==> src/rtl/reg_wb_arbiter_if.sv <==
// Bus bundle between the writeback sources, the decoder and the register-file write port.
// Handshake: a transfer happens on a rising edge where valid and ready are both high; ready may depend on valid combinationally, valid never depends on ready.
interface reg_wb_arbiter_if;
  logic        WB_VALID;
  logic [4:0]  WB_ADDR;
  logic [31:0] WB_DATA;
  logic        WB_READY;
  logic        MD_VALID;
  logic [31:0] MD_DATA;
  logic        MD_READY;
  logic        ISSUE_VALID;
  logic [4:0]  ISSUE_ADDR;
  logic        ISSUE_READY;
  logic [4:0]  RS1_ADDR;
  logic [4:0]  RS2_ADDR;
  logic [4:0]  RD_ADDR;
  logic        HAZARD;
  logic        RF_WRITE;
  logic [4:0]  RF_INADDRESS;
  logic [31:0] RF_IN;
  logic [1:0]  dbg_state;
  logic [31:0] dbg_busy;

  modport master (
    output WB_VALID, WB_ADDR, WB_DATA, MD_VALID, MD_DATA,
    output ISSUE_VALID, ISSUE_ADDR, RS1_ADDR, RS2_ADDR, RD_ADDR,
    input  WB_READY, MD_READY, ISSUE_READY, HAZARD,
    input  RF_WRITE, RF_INADDRESS, RF_IN, dbg_state, dbg_busy
  );

  modport slave (
    input  WB_VALID, WB_ADDR, WB_DATA, MD_VALID, MD_DATA,
    input  ISSUE_VALID, ISSUE_ADDR, RS1_ADDR, RS2_ADDR, RD_ADDR,
    output WB_READY, MD_READY, ISSUE_READY, HAZARD,
    output RF_WRITE, RF_INADDRESS, RF_IN, dbg_state, dbg_busy
  );
endinterface

==> src/rtl/reg_wb_arbiter.sv <==
// Shares the register-file write port between the WB stage and the MUL/DIV unit,
// with a starvation guard and a busy scoreboard for outstanding MUL/DIV destinations.
module reg_wb_arbiter #(
  parameter int STARVE_LIMIT = 4
) (
  input logic             CLOCK,
  input logic             RESET,
  reg_wb_arbiter_if.slave bus
);

  typedef enum logic [1:0] {
    ST_IDLE  = 2'd0,
    ST_WAIT  = 2'd1,
    ST_FORCE = 2'd2
  } state_t;

  localparam logic [3:0] STARVE_LAST = 4'(STARVE_LIMIT - 1);

  state_t      state, state_nxt;
  logic [3:0]  starve_cnt;
  logic [4:0]  md_dest;
  logic [31:0] busy, busy_nxt;
  logic        md_grant, wb_grant, issue_acc;
  logic        md_ready, wb_ready, issue_ready;
  logic        rf_write;
  logic [4:0]  rf_addr;
  logic [31:0] rf_data;

  always_ff @(posedge CLOCK) begin
    if (RESET) state <= ST_IDLE;
    else       state <= state_nxt;
  end

  always_comb begin
    state_nxt = state;
    case (state)
      ST_IDLE:  if (issue_acc) state_nxt = ST_WAIT;
      ST_WAIT: begin
        if (md_grant)
          state_nxt = issue_acc ? ST_WAIT : ST_IDLE;
        else if (bus.MD_VALID && bus.WB_VALID && starve_cnt == STARVE_LAST)
          state_nxt = ST_FORCE;
      end
      ST_FORCE: if (md_grant) state_nxt = issue_acc ? ST_WAIT : ST_IDLE;
      default:  state_nxt = ST_IDLE;
    endcase
  end

  // A result arriving in IDLE (stale op killed by reset) is acknowledged but never written.
  always_comb begin
    wb_ready    = !(bus.MD_VALID && state == ST_FORCE);
    md_grant    = bus.MD_VALID && (state != ST_IDLE) &&
                  (!bus.WB_VALID || state == ST_FORCE);
    md_ready    = bus.MD_VALID &&
                  (state == ST_IDLE || !bus.WB_VALID || state == ST_FORCE);
    wb_grant    = bus.WB_VALID && wb_ready;
    issue_ready = (state == ST_IDLE) || md_grant;
    issue_acc   = bus.ISSUE_VALID && issue_ready;
  end

  // The set is applied after the clear so a same-cycle reissue keeps the register busy.
  always_comb begin
    busy_nxt = busy;
    if (md_grant) busy_nxt[md_dest] = 1'b0;
    if (issue_acc && bus.ISSUE_ADDR != 5'd0) busy_nxt[bus.ISSUE_ADDR] = 1'b1;
    busy_nxt[0] = 1'b0;
  end

  always_ff @(posedge CLOCK) begin
    if (RESET) begin
      starve_cnt <= 4'd0;
      md_dest    <= 5'd0;
      busy       <= 32'd0;
      rf_write   <= 1'b0;
      rf_addr    <= 5'd0;
      rf_data    <= 32'd0;
    end else begin
      busy <= busy_nxt;
      if (issue_acc) md_dest <= bus.ISSUE_ADDR;

      if (!bus.MD_VALID || md_grant)
        starve_cnt <= 4'd0;
      else if (!md_ready && starve_cnt != 4'hF)
        starve_cnt <= starve_cnt + 4'd1;

      if (wb_grant) begin
        rf_write <= (bus.WB_ADDR != 5'd0);
        rf_addr  <= bus.WB_ADDR;
        rf_data  <= bus.WB_DATA;
      end else if (md_grant) begin
        rf_write <= (md_dest != 5'd0);
        rf_addr  <= md_dest;
        rf_data  <= bus.MD_DATA;
      end else begin
        rf_write <= 1'b0;
      end
    end
  end

  assign bus.WB_READY     = wb_ready;
  assign bus.MD_READY     = md_ready;
  assign bus.ISSUE_READY  = issue_ready;
  assign bus.HAZARD       = busy[bus.RS1_ADDR] | busy[bus.RS2_ADDR] | busy[bus.RD_ADDR];
  assign bus.RF_WRITE     = rf_write;
  assign bus.RF_INADDRESS = rf_addr;
  assign bus.RF_IN        = rf_data;
  assign bus.dbg_state    = state;
  assign bus.dbg_busy     = busy;

endmodule

==> src/flat_wrapper.sv <==
// flat-port wrapper written by rule: the top's interface ports become plain ports
module reg_wb_arbiter_flat 
#(
  parameter int STARVE_LIMIT = 4
)
  (CLOCK, RESET, bus_WB_VALID, bus_WB_ADDR, bus_WB_DATA, bus_MD_VALID, bus_MD_DATA, bus_ISSUE_VALID, bus_ISSUE_ADDR, bus_RS1_ADDR, bus_RS2_ADDR, bus_RD_ADDR, bus_WB_READY, bus_MD_READY, bus_ISSUE_READY, bus_HAZARD, bus_RF_WRITE, bus_RF_INADDRESS, bus_RF_IN, bus_dbg_state, bus_dbg_busy);
  reg_wb_arbiter_if bus_i ();
  input logic CLOCK;
  input logic RESET;
  input wire logic [$bits(bus_i.WB_VALID)-1:0] bus_WB_VALID;
  input wire logic [$bits(bus_i.WB_ADDR)-1:0] bus_WB_ADDR;
  input wire logic [$bits(bus_i.WB_DATA)-1:0] bus_WB_DATA;
  input wire logic [$bits(bus_i.MD_VALID)-1:0] bus_MD_VALID;
  input wire logic [$bits(bus_i.MD_DATA)-1:0] bus_MD_DATA;
  input wire logic [$bits(bus_i.ISSUE_VALID)-1:0] bus_ISSUE_VALID;
  input wire logic [$bits(bus_i.ISSUE_ADDR)-1:0] bus_ISSUE_ADDR;
  input wire logic [$bits(bus_i.RS1_ADDR)-1:0] bus_RS1_ADDR;
  input wire logic [$bits(bus_i.RS2_ADDR)-1:0] bus_RS2_ADDR;
  input wire logic [$bits(bus_i.RD_ADDR)-1:0] bus_RD_ADDR;
  output wire logic [$bits(bus_i.WB_READY)-1:0] bus_WB_READY;
  output wire logic [$bits(bus_i.MD_READY)-1:0] bus_MD_READY;
  output wire logic [$bits(bus_i.ISSUE_READY)-1:0] bus_ISSUE_READY;
  output wire logic [$bits(bus_i.HAZARD)-1:0] bus_HAZARD;
  output wire logic [$bits(bus_i.RF_WRITE)-1:0] bus_RF_WRITE;
  output wire logic [$bits(bus_i.RF_INADDRESS)-1:0] bus_RF_INADDRESS;
  output wire logic [$bits(bus_i.RF_IN)-1:0] bus_RF_IN;
  output wire logic [$bits(bus_i.dbg_state)-1:0] bus_dbg_state;
  output wire logic [$bits(bus_i.dbg_busy)-1:0] bus_dbg_busy;
  assign bus_i.WB_VALID = bus_WB_VALID;
  assign bus_i.WB_ADDR = bus_WB_ADDR;
  assign bus_i.WB_DATA = bus_WB_DATA;
  assign bus_i.MD_VALID = bus_MD_VALID;
  assign bus_i.MD_DATA = bus_MD_DATA;
  assign bus_i.ISSUE_VALID = bus_ISSUE_VALID;
  assign bus_i.ISSUE_ADDR = bus_ISSUE_ADDR;
  assign bus_i.RS1_ADDR = bus_RS1_ADDR;
  assign bus_i.RS2_ADDR = bus_RS2_ADDR;
  assign bus_i.RD_ADDR = bus_RD_ADDR;
  assign bus_WB_READY = bus_i.WB_READY;
  assign bus_MD_READY = bus_i.MD_READY;
  assign bus_ISSUE_READY = bus_i.ISSUE_READY;
  assign bus_HAZARD = bus_i.HAZARD;
  assign bus_RF_WRITE = bus_i.RF_WRITE;
  assign bus_RF_INADDRESS = bus_i.RF_INADDRESS;
  assign bus_RF_IN = bus_i.RF_IN;
  assign bus_dbg_state = bus_i.dbg_state;
  assign bus_dbg_busy = bus_i.dbg_busy;
  reg_wb_arbiter #(.STARVE_LIMIT(STARVE_LIMIT)) u_core (.CLOCK(CLOCK), .RESET(RESET), .bus(bus_i));
endmodule
==> config.mk <==
export PLATFORM = sky130hd
export DESIGN_NAME = reg_wb_arbiter_flat
export DESIGN_NICKNAME = d
export VERILOG_FILES = /design/src/rtl/reg_wb_arbiter_if.sv /design/src/rtl/reg_wb_arbiter.sv /design/src/flat_wrapper.sv
export SDC_FILE = /design/constraint.sdc
export NUM_CORES = 1
export LEC_CHECK = 0
export CORE_MARGIN = 1
export CORE_UTILIZATION = 35
export CTS_CLUSTER_SIZE = 16
export DETAILED_ROUTE_END_ITERATION = 12
export PLACE_DENSITY = 0.66
export SLEW_MARGIN = 10
export SYNTH_ARGS = -nofsm -noshare
export SYNTH_HDL_FRONTEND = slang
export SYNTH_SLANG_ARGS = --single-unit
==> constraint.sdc <==
create_clock -name CLOCK -period 4.2 [get_ports CLOCK]
set_clock_uncertainty 0.1 [all_clocks]
set_input_delay 0.63 -clock CLOCK [delete_from_list [all_inputs] [get_ports CLOCK]]
set_output_delay 0.63 -clock CLOCK [all_outputs]
set_load 0.02 [all_outputs]
==> GITHUB_STEP_SUMMARY, run 1 <==
### Yosys + OpenROAD results

| Metric | Value |
|---|---|
| Post-cts sizing count | 0 |
| Met1 Track Usage GR | 29.7% |
| Sum of routed wire segments on met1 | 6470 µm |
| Total number of cells along the worst setup path | 7 |
| Cell count after placement | 835 |
| Lkg Pwr | 2.25 nW |
| Peak Freq | 0.266 GHz |
| Die Span Y | 114 µm |
| Crit path top cell by count | sky130_fd_sc_hd__clkdlybuf4s50_1 |
| Clock network area share | 5.34% |
| Synth Area in Compound Gates | 21.0% |
| Number of nets with antenna violations after routing | 0 |
| Insertion delay of the later-clocked pin in the worst-skew pair | 0.34 ns |
| Switch Pwr | 551 µW |
| Buffers added on ports | 168 |
| Number of clock buffers in the layout | 9 |
| Total standard cell area after synthesis | 0.00436 mm² |
| Area overhead of the layout relative to synthesis | 48.1% |
| Most common cell after layout, fill and taps aside | sky130_fd_sc_hd__clkdlybuf4s50_1 |
| Detailed-router iteration count before antenna repair | 5 |
| Sequential group power | 826 µW |
| Power Total | 2.12 mW |
| Combinational fraction of design power | 18.4% |
| Post-route insts no fill | 851 |
| Startpoint kind of the worst setup timing path | input pin |
| Power in the clock group | 905 µW |
| Power Dens Cells | 328 mW/mm² |
| Maximum buffer depth of the clock tree | 2 |
| Per-instance average area after synthesis | 8.19 µm² |
| Clock input transition at the sequential cells of the worst setup and hold paths | 0.06 ns |
| Largest logic family | simple AND/OR/NAND/NOR gates |
| Tap cell count | 168 |
| Max-slew violation count | 0 |
| Total DRC errors in the routed layout | 0 |
| Layout net count | 773 |
| Cts bufs inserted | 9 |
| Summed area of non-filler cells in the final layout | 0.00646 mm² |
| Critical setup path kind | in -> out |
| Number of H-tree levels | 3 |
| Hold Slack | 0.376 ns |
| Count of library flops with an enable pin | 0 |
| Seq cells | 80 |
| Number of buffer and inverter instances along the worst setup path | 3 |
| Flops & latches, synth | 80 |
| Net switching fraction of the power | 26.0% |
| Multiplexer area fraction after synthesis | 12.3% |
| Post-synthesis cell count | 533 |
| Area share of the largest cell type after synthesis | 36.7% |
| AND/OR/NAND/NOR Cells, Area Fraction | 24.3% |
| Max stage delay on crit path | 0.80 ns |
| Seq pwr share | 38.9% |
| Reg2Reg Launch Point | u_core.bus.dbg_state[1] |
| Chip footprint | 0.0129 mm² |
| Power Internal | 1.57 mW |
| Clock root buffer master | sky130_fd_sc_hd__clkbuf_16 |
| Die boundary width | 114 µm |
| Data required time of the worst path | 3.47 ns |
| Initial antenna violation count | 0 |
| Non-clk invs | 8 |
| Power group with the largest share | the clock network |
| Placed instance area | 0.00612 mm² |
| Sequence of cells on the critical path | clkdlybuf4s50_1 > mux4_2 > inv_1 > a2111oi_0 > nor3_1 > nand4_1 > clkdlybuf4s50_1 |
| Hold crit path type | reg -> reg |
| Worst Setup End Kind | output port |
| Grt met3 use | 6.11% |
| Hold Path Depth | 2 |
| XORs/XNORs by Area | 0.201% |
| Total global routing overflow | 0 |
| Non-clock buffer total of the final layout | 175 |
| Signal arrival time at the worst endpoint | 3.03 ns |
| Number of cells in the yosys synthesis report | 533 |
| CTS tree | done |
| Number of endpoints with negative hold slack in the final report | 0 |
| Combinational share of cell area | 39.4% |
| Biggest Area Class | logic gates |
| Adder and majority gate portion of the synthesized area | 0.287% |
| Top post-synthesis cells by count | sky130_fd_sc_hd__nand2_1 (110), sky130_fd_sc_hd__dfxtp_1 (80), sky130_fd_sc_hd__nor2_1 (53), sky130_fd_sc_hd__a21oi_1 (43), sky130_fd_sc_hd__a311oi_1 (35) |
| Top cells, area | sky130_fd_sc_hd__dfxtp_1 (37%), sky130_fd_sc_hd__nand2_1 (9.5%), sky130_fd_sc_hd__a311oi_1 (7.0%) |
| Met2 routed wirelength | 7000 µm |
| Max FFs per register | 32 |
| Flop2flop setup slack | 2.06 ns |
| Routed vias/inst | 5.48 |
| Largest net degree at the start of global routing | 71 |
| Worst hold endpoint | u_core.bus.RF_INADDRESS[0] |
| Synthesis area per yosys | 0.00436 mm² |
| Gr busiest metal | met2 |
| Warning count from the yosys run | 0 |
| Distinct cell type count of the synthesized netlist | 54 |
| Clock share of power | 42.7% |
| Sum Neg Setup Slack | 0 ns |
| Wire length of the first global-routing pass | 23600 µm |
| Total global-route track usage | 23.3% |
| Biggest area consumer among synthesized cells | sky130_fd_sc_hd__dfxtp_1 |
| Synth Seq Share | 36.7% |
| Reg2Reg Depth | 4 |
| Warning total across the stage logs | 26 |
| Top-count cell post-synth | sky130_fd_sc_hd__nand2_1 |
| Post-CTS Setup Inserts | 0 |
| DR top layer | met4 |
| Start point of the worst min-delay path | u_core.bus.RF_INADDRESS[0] |
| Wire length on met3 | 1190 µm |
| Critical Path Fanout Max | 12 |
| Initial Utilization | 36.2% |
| Max VDD drop | 0.000215 V |
| Count of clock tree sinks | 80 |
| Area taken by flip-flops and latches | 0.00160 mm² |
| Result of the run | finished clean |
| Total of endpoints with negative setup slack in the final report | 0 |
| Number of maximum-capacitance constraint violations | 0 |
| Fraction of layout instances using a drive strength above 1 | 7.61% |
| Time the worst path needs with I/O delays and setup | 3.76 ns |
| Final Util | 53.6% |
| Critical Path Slowest Stage Cell | sky130_fd_sc_hd__clkdlybuf4s50_1 |
| Fill cells | 1143 |
| Post-detailed-placement half-perimeter wirelength | 11100 µm |
| Vias in the first global route | 4568 |
| Number of hold-repair buffers added at the cts stage | 0 |
| Final worst-path setup slack | 0.435 ns |
| Area taken by multi-input logic gates | 0.00255 mm² |
| Tcrit/Tclk final | 89.6% |
| Worst Setup EP | bus_HAZARD |
| Antenna Diode Count | 0 |
| Final non-clock buffer share | 26.8% |
| Ys flop type | sky130_fd_sc_hd__dfxtp_1 |
| Post-synth ARST share | 0% |
| Reg2Reg Capture Point | u_core.bus.dbg_busy[13] |
| Critical path launch point | bus_RD_ADDR[0] |
| Slew Limit Headroom | 20.8% |
| Commonest cells after routing, fill and taps aside | sky130_fd_sc_hd__clkdlybuf4s50_1 (167), sky130_fd_sc_hd__nand2_1 (109), sky130_fd_sc_hd__dfxtp_1 (80) |
| Routability Congestion | 0.895 |
| Worst setup timing slack at the placement stage | 0.439 ns |
| Setup repair after global routing missed its margin | no |
| IO Count | 170 |
**Run 1: drive-strength map**

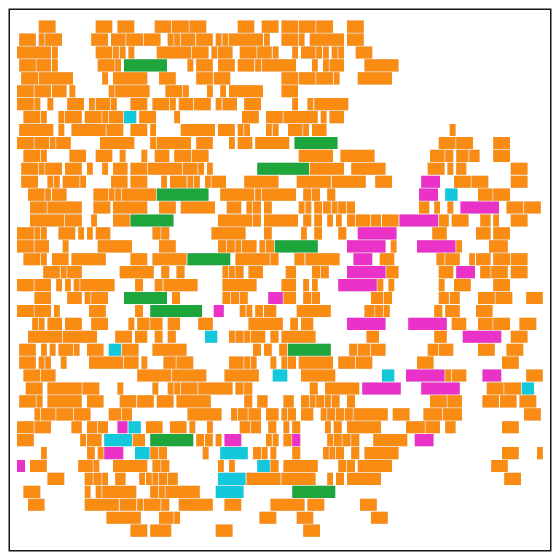
| size | color | cells | most used |
|---|---|---|---|
| drive 2 | magenta | 26 | mux4_2 |
| drive 3 to 4 | cyan | 14 | buf_4 |
| drive 6 and up | green | 12 | clkbuf_16 |
| drive 1 or less | orange | 631 | clkdlybuf4s50_1 |

**Run 1: cell classes on the final placement**

Bar = 20 µm. Fill, decap, tap and diode cells in gray.
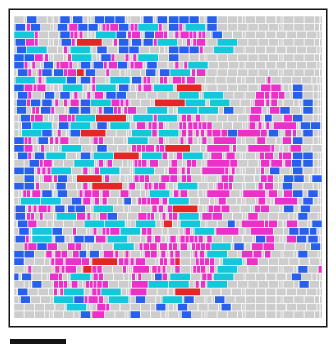
| class | color | cells |
|---|---|---|
| clock drivers and dummy loads | red | 16 |
| all other logic | magenta | 412 |
| flip-flops | cyan | 80 |
| other buffers and delay cells | blue | 175 |
FP Rows: 40
core outline area: 0.0121 mm²
sequential share of cell area: 24.8%

**Run 1: metal 2**

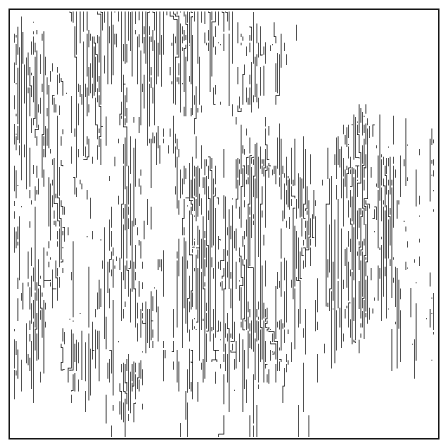
longest straight run: 45.2 µm
wire length on this layer: 7000 µm
main direction: vertical
share of all routed wire: 47%
nets with wire on the layer: 651
met2 Usage GRT: 38.0%
count of vias placed by the detailed router: 4661
Total Routed Length: 15000 µm

--- run 2 (diff from run 1) ---
--- a/config.mk
+++ b/config.mk
@@ -5,11 +5,10 @@
 export SDC_FILE = /design/constraint.sdc
 export NUM_CORES = 1
 export LEC_CHECK = 0
-export CORE_MARGIN = 1
 export CORE_UTILIZATION = 35
-export CTS_CLUSTER_SIZE = 16
+export CTS_CLUSTER_SIZE = 28
 export DETAILED_ROUTE_END_ITERATION = 12
-export PLACE_DENSITY = 0.66
+export PLACE_DENSITY_LB_ADDON = 0.3
 export SLEW_MARGIN = 10
 export SYNTH_ARGS = -nofsm -noshare
 export SYNTH_HDL_FRONTEND = slang
==> run 2 against run 1 <==
Non-clock buffer count down 1. Sequential share of layout area up 0.26 points. Worst hold slack better by 0.0014 ns. First-iteration DRC count up 4.9%. Core utilization down 0.55 points. Wire length down 1.5%. Via count up 1.0%. Critical path depth unchanged. Largest power group is now sequential cells. Global-route usage down 0.39 points.
==> GITHUB_STEP_SUMMARY, run 2 <==
### Yosys + OpenROAD results

| Metric | Value |
|---|---|
| Total global routing overflow | 0 (unchanged) |
| Sum of routed wire segments on met1 | 6340 µm (-2.0%) |
| Non-clk invs | 8 (unchanged) |
| Number of endpoints with negative hold slack in the final report | 0 (unchanged) |
| Flops & latches, synth | 80 (unchanged) |
| Max FFs per register | 32 (unchanged) |
| Lkg Pwr | 2.21 nW (-1.6%) |
| Tcrit/Tclk final | 94.4% (+4.8 points) |
| Initial Utilization | 36.2% (unchanged) |
| Biggest Area Class | logic gates |
| Number of hold-repair buffers added at the cts stage | 0 (unchanged) |
| IO Count | 170 (unchanged) |
| Data required time of the worst path | 3.47 ns (about the same) |
| Warning total across the stage logs | 26 (unchanged) |
| Worst Setup EP | bus_HAZARD |
| XORs/XNORs by Area | 0.201% (unchanged) |
| Max-slew violation count | 0 (unchanged) |
| Non-clock buffer total of the final layout | 174 (-0.57%) |
| Antenna Diode Count | 0 (unchanged) |
| Fraction of layout instances using a drive strength above 1 | 7.48% (-0.14 points) |
| Hold crit path type | reg -> reg |
| Critical Path Slowest Stage Cell | sky130_fd_sc_hd__clkdlybuf4s50_1 |
| Sequence of cells on the critical path | clkdlybuf4s50_1 > mux2_1 > a221oi_1 > a2111oi_0 > a311oi_1 > nand4_1 > clkdlybuf4s50_1 |
| Sum Neg Setup Slack | 0 ns (unchanged) |
| Wire length of the first global-routing pass | 23300 µm (-1.3%) |
| Start point of the worst min-delay path | u_core.bus.RF_INADDRESS[3] |
| Sequential group power | 825 µW (about the same) |
| Peak Freq | 0.252 GHz (-5.0%) |
| Met1 Track Usage GR | 30.1% (+0.33 points) |
| Seq pwr share | 41.9% (+3.0 points) |
| Largest net degree at the start of global routing | 71 (unchanged) |
| Result of the run | finished clean |
| CTS tree | done |
| FP Rows | 40 (unchanged) |
| Critical Path Fanout Max | 10 (-2) |
| Signal arrival time at the worst endpoint | 3.23 ns (+0.20 ns) |
| Final non-clock buffer share | 26.9% (+0.16 points) |
| Area taken by flip-flops and latches | 0.00160 mm² (unchanged) |
| Post-detailed-placement half-perimeter wirelength | 10800 µm (-3.5%) |
| Time the worst path needs with I/O delays and setup | 3.96 ns (+0.200 ns) |
| Flop2flop setup slack | 2.09 ns (+0.03 ns) |
| Clock network area share | 4.60% (-0.75 points) |
| Met2 Usage GRT | 36.6% (-1.4 points) |
| Die boundary width | 114 µm (unchanged) |
| Commonest cells after routing, fill and taps aside | sky130_fd_sc_hd__clkdlybuf4s50_1 (167), sky130_fd_sc_hd__nand2_1 (109), sky130_fd_sc_hd__dfxtp_1 (80) |
| Met2 routed wirelength | 6780 µm (-3.1%) |
| Chip footprint | 0.0129 mm² (unchanged) |
| Post-synthesis cell count | 533 (unchanged) |
| Insertion delay of the later-clocked pin in the worst-skew pair | 0.33 ns (about the same) |
| Total global-route track usage | 22.9% (-0.39 points) |
| Multiplexer area fraction after synthesis | 12.3% (unchanged) |
| Buffers added on ports | 168 (unchanged) |
| Total DRC errors in the routed layout | 0 (unchanged) |
| Total of endpoints with negative setup slack in the final report | 0 (unchanged) |
| Max stage delay on crit path | 0.82 ns (+0.02 ns) |
| Combinational fraction of design power | 19.7% (+1.3 points) |
| Summed area of non-filler cells in the final layout | 0.00640 mm² (-1.0%) |
| Setup repair after global routing missed its margin | no |
| Number of maximum-capacitance constraint violations | 0 (unchanged) |
| Least-Margin Pin Slew | 0.970 ns |
| Total standard cell area after synthesis | 0.00436 mm² (unchanged) |
| Synth Seq Share | 36.7% (unchanged) |
| Fill cells | 1125 (-1.6%) |
| Power in the clock group | 756 µW (-16%) |
| Worst Setup End Kind | output port |
| Largest logic family | simple AND/OR/NAND/NOR gates |
| Seq cells | 80 (unchanged) |
| Number of cells in the yosys synthesis report | 533 (unchanged) |
| Final worst-path setup slack | 0.235 ns (-0.200 ns) |
| Final Util | 53.0% (-0.55 points) |
| Post-CTS Setup Inserts | 0 (unchanged) |
| Placed instance area | 0.00610 mm² (-0.25%) |
| Top post-synthesis cells by count | sky130_fd_sc_hd__nand2_1 (110), sky130_fd_sc_hd__dfxtp_1 (80), sky130_fd_sc_hd__nor2_1 (53), sky130_fd_sc_hd__a21oi_1 (43), sky130_fd_sc_hd__a311oi_1 (35) |
| Cell count after placement | 834 (-0.12%) |
| Synthesis area per yosys | 0.00436 mm² (unchanged) |
| Number of H-tree levels | 3 (unchanged) |
| Power Internal | 1.44 mW (-8.6%) |
| Top-count cell post-synth | sky130_fd_sc_hd__nand2_1 |
| Area share of the largest cell type after synthesis | 36.7% (unchanged) |
| Count of library flops with an enable pin | 0 (unchanged) |
| Grt met3 use | 5.15% (-0.96 points) |
| Worst setup timing slack at the placement stage | 0.265 ns (-0.174 ns) |
| Warning count from the yosys run | 0 (unchanged) |
| Power Dens Cells | 308 mW/mm² (-6.3%) |
| Vias in the first global route | 4585 (+0.37%) |
| DR top layer | met4 |
| Cts bufs inserted | 9 (unchanged) |
| Number of buffer and inverter instances along the worst setup path | 2 (-1) |
| Top cells, area | sky130_fd_sc_hd__dfxtp_1 (37%), sky130_fd_sc_hd__nand2_1 (9.5%), sky130_fd_sc_hd__a311oi_1 (7.0%) |
| Reg2Reg Depth | 5 (+1) |
| AND/OR/NAND/NOR Cells, Area Fraction | 24.3% (unchanged) |
| Power Total | 1.97 mW (-7.2%) |
| Crit path top cell by count | sky130_fd_sc_hd__clkdlybuf4s50_1 |
| Worst hold endpoint | u_core.bus.RF_INADDRESS[3] |
| Tap cell count | 168 (unchanged) |
| Post-cts sizing count | 0 (unchanged) |
| Startpoint kind of the worst setup timing path | input pin |
| Clock root buffer master | sky130_fd_sc_hd__clkbuf_16 |
| Adder and majority gate portion of the synthesized area | 0.287% (unchanged) |
| Clock input transition at the sequential cells of the worst setup and hold paths | 0.06 ns (about the same) |
| Post-synth ARST share | 0% (unchanged) |
| Switch Pwr | 533 µW (-3.4%) |
| Initial antenna violation count | 0 (unchanged) |
| Count of vias placed by the detailed router | 4708 (+1.0%) |
| Power group with the largest share | sequential cells |
| Per-instance average area after synthesis | 8.19 µm² (unchanged) |
| Distinct cell type count of the synthesized netlist | 54 (unchanged) |
| Synth Area in Compound Gates | 21.0% (unchanged) |
| Gr busiest metal | met2 |
| Area overhead of the layout relative to synthesis | 46.6% |
| Total Routed Length | 14700 µm (-1.5%) |
| Slew Limit Headroom | 35.3% (+15 points) |
| Sequential share of cell area | 25.0% (+0.26 points) |
| Total number of cells along the worst setup path | 7 (unchanged) |
| Number of nets with antenna violations after routing | 0 (unchanged) |
| Hold Path Depth | 2 (unchanged) |
| Wire length on met3 | 1260 µm (+6.2%) |
| Maximum buffer depth of the clock tree | 2 (unchanged) |
| Area taken by multi-input logic gates | 0.00254 mm² (-0.29%) |
| Number of clock buffers in the layout | 12 (+3) |
| Count of clock tree sinks | 80 (unchanged) |
| Routability Congestion | 0.903 (+0.83%) |
| Die Span Y | 114 µm (unchanged) |
| Biggest area consumer among synthesized cells | sky130_fd_sc_hd__dfxtp_1 |
| Critical setup path kind | in -> out |
| Hold Slack | 0.378 ns (+0.00140 ns) |
| Routed vias/inst | 5.54 (+1.1%) |
**Run 2: selected gate families**

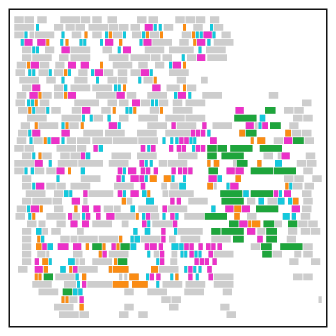
| family | color | cells |
|---|---|---|
| inverting AOI/OAI gates | magenta | 134 |
| multiplexers | green | 36 |
| NOR gates | orange | 77 |
| NAND gates | cyan | 139 |
most common cell after layout, fill and taps aside: sky130_fd_sc_hd__clkdlybuf4s50_1
combinational share of cell area: 39.7%
post-route insts no fill: 850

**Run 2: cell classes on the final placement**

Bar = 20 µm. Fill, decap, tap and diode cells in gray.
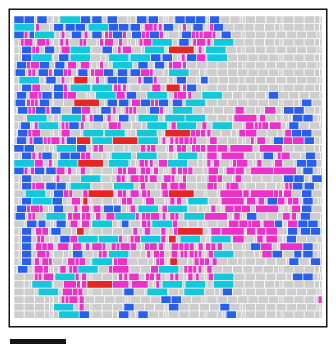
| class | color | cells |
|---|---|---|
| clock drivers and dummy loads | red | 16 |
| other buffers and delay cells | blue | 174 |
| flip-flops | cyan | 80 |
| all other logic | magenta | 412 |

Power figures rest on the tool's default switching activity, not on a simulated workload.
